===== config.mk =====
export PLATFORM = sky130hd
export DESIGN_NAME = store_write_buffer_flat
export DESIGN_NICKNAME = d
export VERILOG_FILES = /design/src/rtl/store_write_buffer_if.sv /design/src/rtl/store_write_buffer.sv /design/src/flat_wrapper.sv
export SDC_FILE = /design/constraint.sdc
export NUM_CORES = 1
export LEC_CHECK = 0
export ABC_AREA = 1
export CORE_UTILIZATION = 45
export CTS_CLUSTER_SIZE = 16
export DETAILED_ROUTE_END_ITERATION = 10
export GPL_TIMING_DRIVEN = 0
export PLACE_DENSITY = 0.69
export SYNTH_ARGS = -nofsm -noshare
export SYNTH_HDL_FRONTEND = slang
export SYNTH_SLANG_ARGS = --single-unit

===== constraint.sdc =====
create_clock -name CLK -period 3.3 [get_ports CLK]
set_input_delay 0.66 -clock CLK [delete_from_list [all_inputs] [get_ports CLK]]
set_output_delay 0.66 -clock CLK [all_outputs]
set_load 0.02 [all_outputs]

===== src/rtl/store_write_buffer_if.sv =====
// Store write buffer bus: core store port, load probe and memory drain port.
// Parameters follow the buffer's ADDR_W / DATA_W.
interface store_write_buffer_if #(
    parameter int ADDR_W = 6,
    parameter int DATA_W = 32
);
    logic              cpu_wr_valid;
    logic [ADDR_W-1:0] cpu_wr_addr;
    logic [DATA_W-1:0] cpu_wr_data;
    logic              cpu_wr_ready;
    logic [ADDR_W-1:0] cpu_rd_addr;
    logic              cpu_rd_hit;
    logic [DATA_W-1:0] cpu_rd_data;
    logic              mem_wr_valid;
    logic [ADDR_W-1:0] mem_wr_addr;
    logic [DATA_W-1:0] mem_wr_data;
    logic              mem_wr_ready;

    modport master (
        output cpu_wr_valid, cpu_wr_addr, cpu_wr_data, cpu_rd_addr,
        output mem_wr_ready,
        input  cpu_wr_ready, cpu_rd_hit, cpu_rd_data,
        input  mem_wr_valid, mem_wr_addr, mem_wr_data
    );

    modport slave (
        input  cpu_wr_valid, cpu_wr_addr, cpu_wr_data, cpu_rd_addr,
        input  mem_wr_ready,
        output cpu_wr_ready, cpu_rd_hit, cpu_rd_data,
        output mem_wr_valid, mem_wr_addr, mem_wr_data
    );
endinterface


===== src/rtl/store_write_buffer.sv =====
// Posted-store FIFO with load forwarding between core and data memory.
// Define WB_COALESCE_EN to merge a store into the youngest entry on address match.
module store_write_buffer #(
    parameter int DEPTH  = 4,
    parameter int ADDR_W = 6,
    parameter int DATA_W = 32,
    localparam int PW    = $clog2(DEPTH),
    localparam int CW    = PW + 1
) (
    input  logic                 CLK,
    input  logic                 Reset,
    store_write_buffer_if.slave  bus,
    output logic [CW-1:0]        count,
    output logic                 empty,
    output logic                 full
);
    logic [ADDR_W-1:0] addrQ [DEPTH];
    logic [DATA_W-1:0] dataQ [DEPTH];
    logic [DEPTH-1:0]  vld;
    logic [PW-1:0]     head;
    logic [PW-1:0]     tail;
    logic [PW-1:0]     youngest;
    logic [PW-1:0]     idx;
    logic              accept;
    logic              alloc;
    logic              coalWr;
    logic              coal;
    logic              deq;
    logic              hit;
    logic [DATA_W-1:0] fwd;

    assign empty    = (count == '0);
    assign full     = (count == CW'(DEPTH));
    assign youngest = tail - 1'b1;
    assign deq      = !empty && !Reset && bus.mem_wr_ready;

`ifdef WB_COALESCE_EN
    // The youngest entry may absorb a store unless it leaves this cycle.
    assign coal = !empty && vld[youngest]
               && (addrQ[youngest] == bus.cpu_wr_addr)
               && !(deq && (youngest == head));
`else
    assign coal = 1'b0;
`endif

    assign bus.cpu_wr_ready = !full || coal;
    assign accept = bus.cpu_wr_valid && bus.cpu_wr_ready;
    assign alloc  = accept && !coal;
    assign coalWr = accept && coal;

    assign bus.mem_wr_valid = !empty && !Reset;
    assign bus.mem_wr_addr  = addrQ[head];
    assign bus.mem_wr_data  = dataQ[head];

    // Walk oldest to youngest so the last match is the most recent store.
    always_comb begin
        hit = 1'b0;
        fwd = '0;
        idx = '0;
        for (int i = 0; i < DEPTH; i++) begin
            idx = head + PW'(i);
            if (vld[idx] && (addrQ[idx] == bus.cpu_rd_addr)) begin
                hit = 1'b1;
                fwd = dataQ[idx];
            end
        end
    end

    assign bus.cpu_rd_hit  = hit && !Reset;
    assign bus.cpu_rd_data = (hit && !Reset) ? fwd : '0;

    always_ff @(posedge CLK) begin
        if (Reset) begin
            head  <= '0;
            tail  <= '0;
            count <= '0;
            vld   <= '0;
        end else begin
            if (alloc) begin
                addrQ[tail] <= bus.cpu_wr_addr;
                dataQ[tail] <= bus.cpu_wr_data;
                vld[tail]   <= 1'b1;
                tail        <= tail + 1'b1;
            end
            if (coalWr) begin
                dataQ[youngest] <= bus.cpu_wr_data;
            end
            if (deq) begin
                vld[head] <= 1'b0;
                head      <= head + 1'b1;
            end
            unique case ({alloc, deq})
                2'b10:   count <= count + 1'b1;
                2'b01:   count <= count - 1'b1;
                default: count <= count;
            endcase
        end
    end
endmodule


===== src/flat_wrapper.sv =====
// flat-port wrapper written by rule: the top's interface ports become plain ports
module store_write_buffer_flat 
#(
    parameter int DEPTH  = 4,
    parameter int ADDR_W = 6,
    parameter int DATA_W = 32,
    localparam int PW    = $clog2(DEPTH),
    localparam int CW    = PW + 1
)
  (CLK, Reset, count, empty, full, bus_cpu_wr_valid, bus_cpu_wr_addr, bus_cpu_wr_data, bus_cpu_rd_addr, bus_mem_wr_ready, bus_cpu_wr_ready, bus_cpu_rd_hit, bus_cpu_rd_data, bus_mem_wr_valid, bus_mem_wr_addr, bus_mem_wr_data);
  store_write_buffer_if #(.ADDR_W(ADDR_W), .DATA_W(DATA_W)) bus_i ();
  input  logic CLK;
  input  logic Reset;
  output logic [CW-1:0] count;
  output logic empty;
  output logic full;
  input wire logic [$bits(bus_i.cpu_wr_valid)-1:0] bus_cpu_wr_valid;
  input wire logic [$bits(bus_i.cpu_wr_addr)-1:0] bus_cpu_wr_addr;
  input wire logic [$bits(bus_i.cpu_wr_data)-1:0] bus_cpu_wr_data;
  input wire logic [$bits(bus_i.cpu_rd_addr)-1:0] bus_cpu_rd_addr;
  input wire logic [$bits(bus_i.mem_wr_ready)-1:0] bus_mem_wr_ready;
  output wire logic [$bits(bus_i.cpu_wr_ready)-1:0] bus_cpu_wr_ready;
  output wire logic [$bits(bus_i.cpu_rd_hit)-1:0] bus_cpu_rd_hit;
  output wire logic [$bits(bus_i.cpu_rd_data)-1:0] bus_cpu_rd_data;
  output wire logic [$bits(bus_i.mem_wr_valid)-1:0] bus_mem_wr_valid;
  output wire logic [$bits(bus_i.mem_wr_addr)-1:0] bus_mem_wr_addr;
  output wire logic [$bits(bus_i.mem_wr_data)-1:0] bus_mem_wr_data;
  assign bus_i.cpu_wr_valid = bus_cpu_wr_valid;
  assign bus_i.cpu_wr_addr = bus_cpu_wr_addr;
  assign bus_i.cpu_wr_data = bus_cpu_wr_data;
  assign bus_i.cpu_rd_addr = bus_cpu_rd_addr;
  assign bus_i.mem_wr_ready = bus_mem_wr_ready;
  assign bus_cpu_wr_ready = bus_i.cpu_wr_ready;
  assign bus_cpu_rd_hit = bus_i.cpu_rd_hit;
  assign bus_cpu_rd_data = bus_i.cpu_rd_data;
  assign bus_mem_wr_valid = bus_i.mem_wr_valid;
  assign bus_mem_wr_addr = bus_i.mem_wr_addr;
  assign bus_mem_wr_data = bus_i.mem_wr_data;
  store_write_buffer #(.DEPTH(DEPTH), .ADDR_W(ADDR_W), .DATA_W(DATA_W)) u_core (.CLK(CLK), .Reset(Reset), .bus(bus_i), .count(count), .empty(empty), .full(full));
endmodule

Fig. 1: run 1, signal metal coverage by tile
Scale bar: 50 um. The die is cut into 32 by 32 equal tiles; dark purple is low, yellow is high, scaled to the fullest tile. Values are wire area over tile area, all layers added.
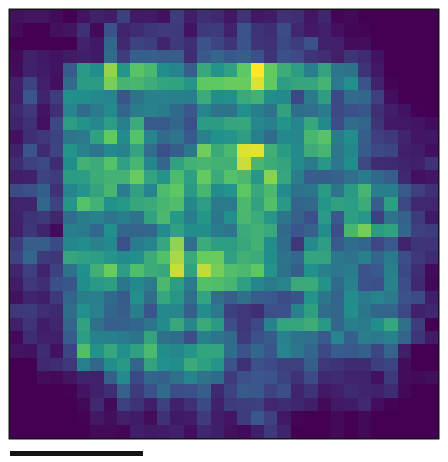
densest ninth of the die = center
fullest tile = 0.97
nearly empty tiles = 9.8%

Fig. 2: run 1, sequential cells grouped by signal name
Other sequential cells in the stronger gray, the rest of the logic in the fainter gray.
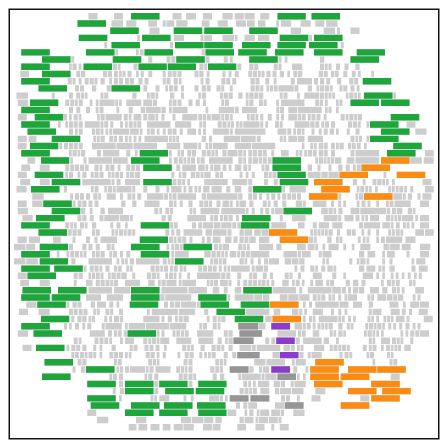
u_core.vld -> purple  # sequential cells 4
u_core.addrQ -> orange  # sequential cells 24
u_core.dataQ -> green  # sequential cells 128, where all over the die

==> impl_metrics.csv, run 1 <==
group,metric,value,unit
run_status,status,"finished with violations",
layout,layout_top_cell,"nand2_1",
drt,routed_wirelength,44620,um
worst_setup_path,path_buffers,9,
pwr,seq-power,2.41,mW
layout,stdcell_count,2081,
hold_path,worstHoldStart,"u_core.count[2]$_SDFFE_PP0P_",
hold_path,hold_depth,2,
pwr,p_sw_frac,0.3449,
hold_path,hold_path.class,"reg -> reg",
timing,rsz0062_at_grt,"true",
layout,register_area,0.004835,mm^2
timing,clock_skew,9.547,ps
layout,inverters,123,
synth,synthCells,1556,
run_status,violations,"negative setup slack",
pwr,p_clk,1.94,mW
worst_setup_path,crit_fanout,8,
timing,report.final.slew_viol_count,0,
layout,logic_gate_count,1154,
timing,finalSetupViolations,35,
clocking,insertion_delay,450,ps
run,warnings,34,
worst_setup_path,rr_worst_depth,7,
clocking,cts_tree,"done",
floorplan,rows,58,
synth,topCombFamilyByArea,"simple AND/OR/NAND/NOR gates",
synth,synth-simple-area-share,0.2528,
layout,syn_to_final_growth,32.90,%
pwr,p_switching,2.111,mW
synth,netlist.area_leader.share,0.3987,
worst_setup_path,cpPeakStageDelay,380,ps
timing,holdWs,512.4,ps
global_routing,grt_pass1_vias,11820,
timing,setup_slack,-711.4,ps
drt,drc,0,
worst_setup_path,arrival,3350,ps
worst_setup_path,rr_startpoint,"u_core.count[1]$_SDFFE_PP0P_",
floorplan,die_area,0.02608,mm^2
layout,layout.nets,1796,
pwr,p_comb_frac,0.288,
worst_setup_path,critPathCapture,"bus_cpu_rd_data[20]",
worst_setup_path,cp-end-kind,"output port",
synth,yosysUniqueCellTypes,27,
placed_design,dp_cells,2014,
Fig. 3: run 1, the metal 4 layer
Scale bar: 50 um. Supply wires on this layer in gray.
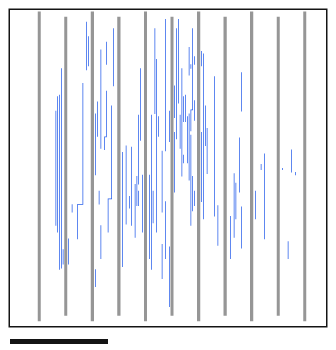
wire length on this layer = 2,450 um
longest straight run = 102 um
share of all routed wire = 5.5%

Fig. 4: run 1, cell outlines without signal wires
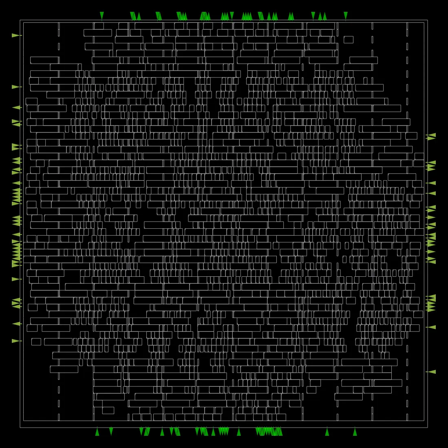
Flops: 165
Core Footprint: 0.02504 mm^2
flop share of the area: 0.3178
final-layout fill cell count: 2,225
Tapcells: 330

[run 1: metrics by stage]
| step | util | instance area [um^2] |
|---|---|---|
| 2_1_floorplan | - | 11710 |
| 3_3_place_gp | 0.5339 | 13370 |
| 3_5_place_dp | 0.5383 | 13480 |
| 4_1_cts | 0.5958 | 14920 |
| 5_1_grt | 0.6076 | 15210 |
| 6_report | 0.6076 | 15210 |
[run 1: sequential cells by signal (all words and copies together), names as in the netlist, named ones only]
| name | flops |
|---|---|
| u_core.addrQ | 24 |
| u_core.dataQ | 128 |
| u_core.head | 2 |
| u_core.tail | 2 |
| u_core.count | 3 |
| u_core.vld | 4 |
[run 1: per-layer routing]
metal	track usage	wire, um	up-vias
met3	0.08115	5366	187
met4	0.1930	2451	2
met2	0.5247	19890	937
met5	0	11	-
li1	-	-	5638
met1	0.4366	16900	5874
Fig. 5: run 1, clock network drawn from the DEF
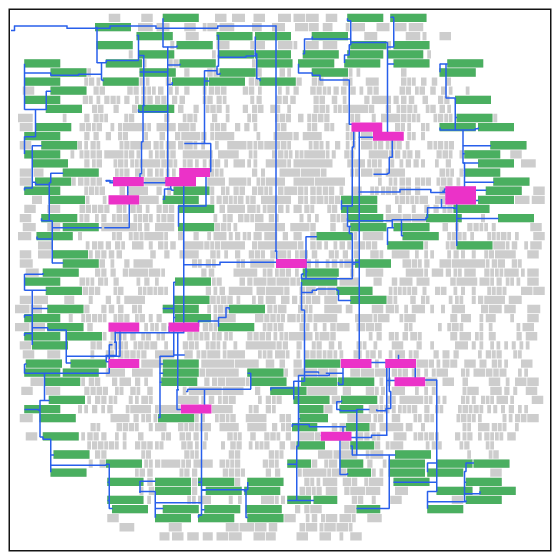

==> run 2: changes to the inputs <==
ABC_AREA = unset   (was 1)
SLEW_MARGIN = 30   (was unset)
Fig. 6: run 2, clock network drawn from the DEF
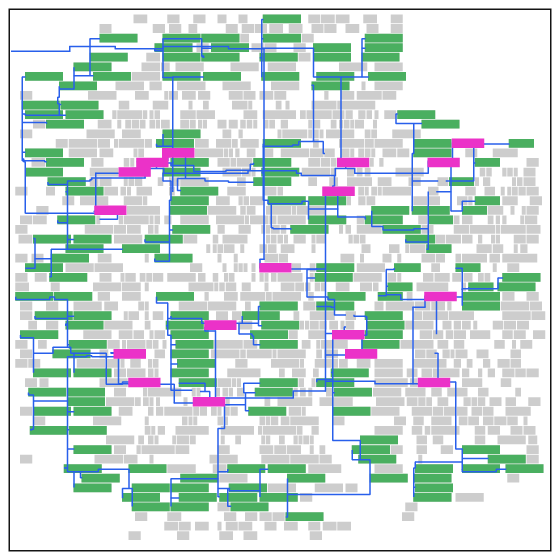
flip-flops -> green  # count 165
cells driving clock nets -> magenta  # count 17
clock wires -> blue  # length 2,090 um
routed clock nets = 18

Fig. 7: run 2, signal metal coverage by tile
Scale bar: 50 um. The die is cut into 31 by 31 equal tiles; dark purple is low, yellow is high, scaled to the fullest tile. Values are wire area over tile area, all layers added.
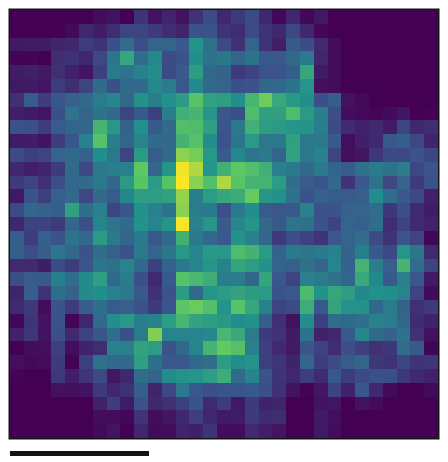
densest ninth of the die = center
tiles over half the peak = 15%
fullest tile = 0.76
mean over tiles = 0.21

Fig. 8: run 2, the metal 4 layer
Scale bar: 50 um. Supply wires on this layer in gray.
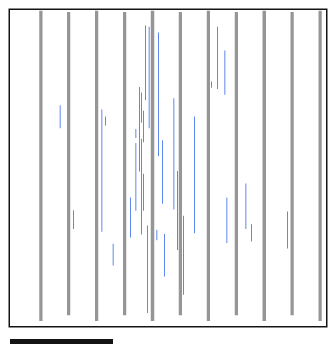
share of all routed wire = 2.8%
longest straight run = 59.8 um
main direction = vertical
wire length on this layer = 835 um

==> impl_metrics.csv, run 2 <==
group,metric,value,unit
worst_setup_path,rr_startpoint,"u_core.count[0]$_SDFFE_PP0P_",
synth,synthCells,789,
drt,routed_wirelength,29970,um
timing,finalSetupViolations,33,
timing,setup_slack,-1193,ps
run_status,violations,"negative setup slack",
layout,inverters,11,
worst_setup_path,rr_worst_depth,10,
drt,dr_wl_met2,14590,um
layout,ff_count,165,
run_status,status,"finished with violations",
drt,dr.max_layer_used,"met4",
hold_path,hold_path.class,"reg -> reg",
worst_setup_path,cp-end-kind,"output port",
pwr,p_clk,1.91,mW
pwr,p_sw_frac,0.3120,
clocking,insertion_delay,440,ps
layout,syn_to_final_growth,28.59,%
global_routing,grt_pass1_vias,7961,
synth,yosysUniqueCellTypes,47,
timing,clock_skew,9.811,ps
pwr,p_switching,1.932,mW
floorplan,rows,55,
-- run 2: netlist changes by cell type in the layout (fill, tap and decap cells not counted), moves of 25 or more --
cell / previous run / this run
a21oi_1: 162 / 23
a21oi_4: 31 / 1
and2_1: 0 / 27
clkdlybuf4s50_1: 62 / 87
inv_1: 116 / 8
mux2_2: 0 / 32
mux2i_1: 0 / 49
mux4_2: 0 / 78
nand2_1: 465 / 109
nand3_1: 93 / 4
nand3_2: 34 / 0
o21ai_0: 257 / 66
-- run 2: through the flow --
| step | setup slack [ps] | std cells |
|---|---|---|
| floorplan | -852.9 | 789 |
| global placement | -2051 | 1194 |
| detailed placement | -2046 | 1198 |
| CTS | -1335 | 1247 |
| global route | -1311 | 1249 |
| finish | -1193 | 1250 |
Power is estimated from default activity; no workload was simulated.
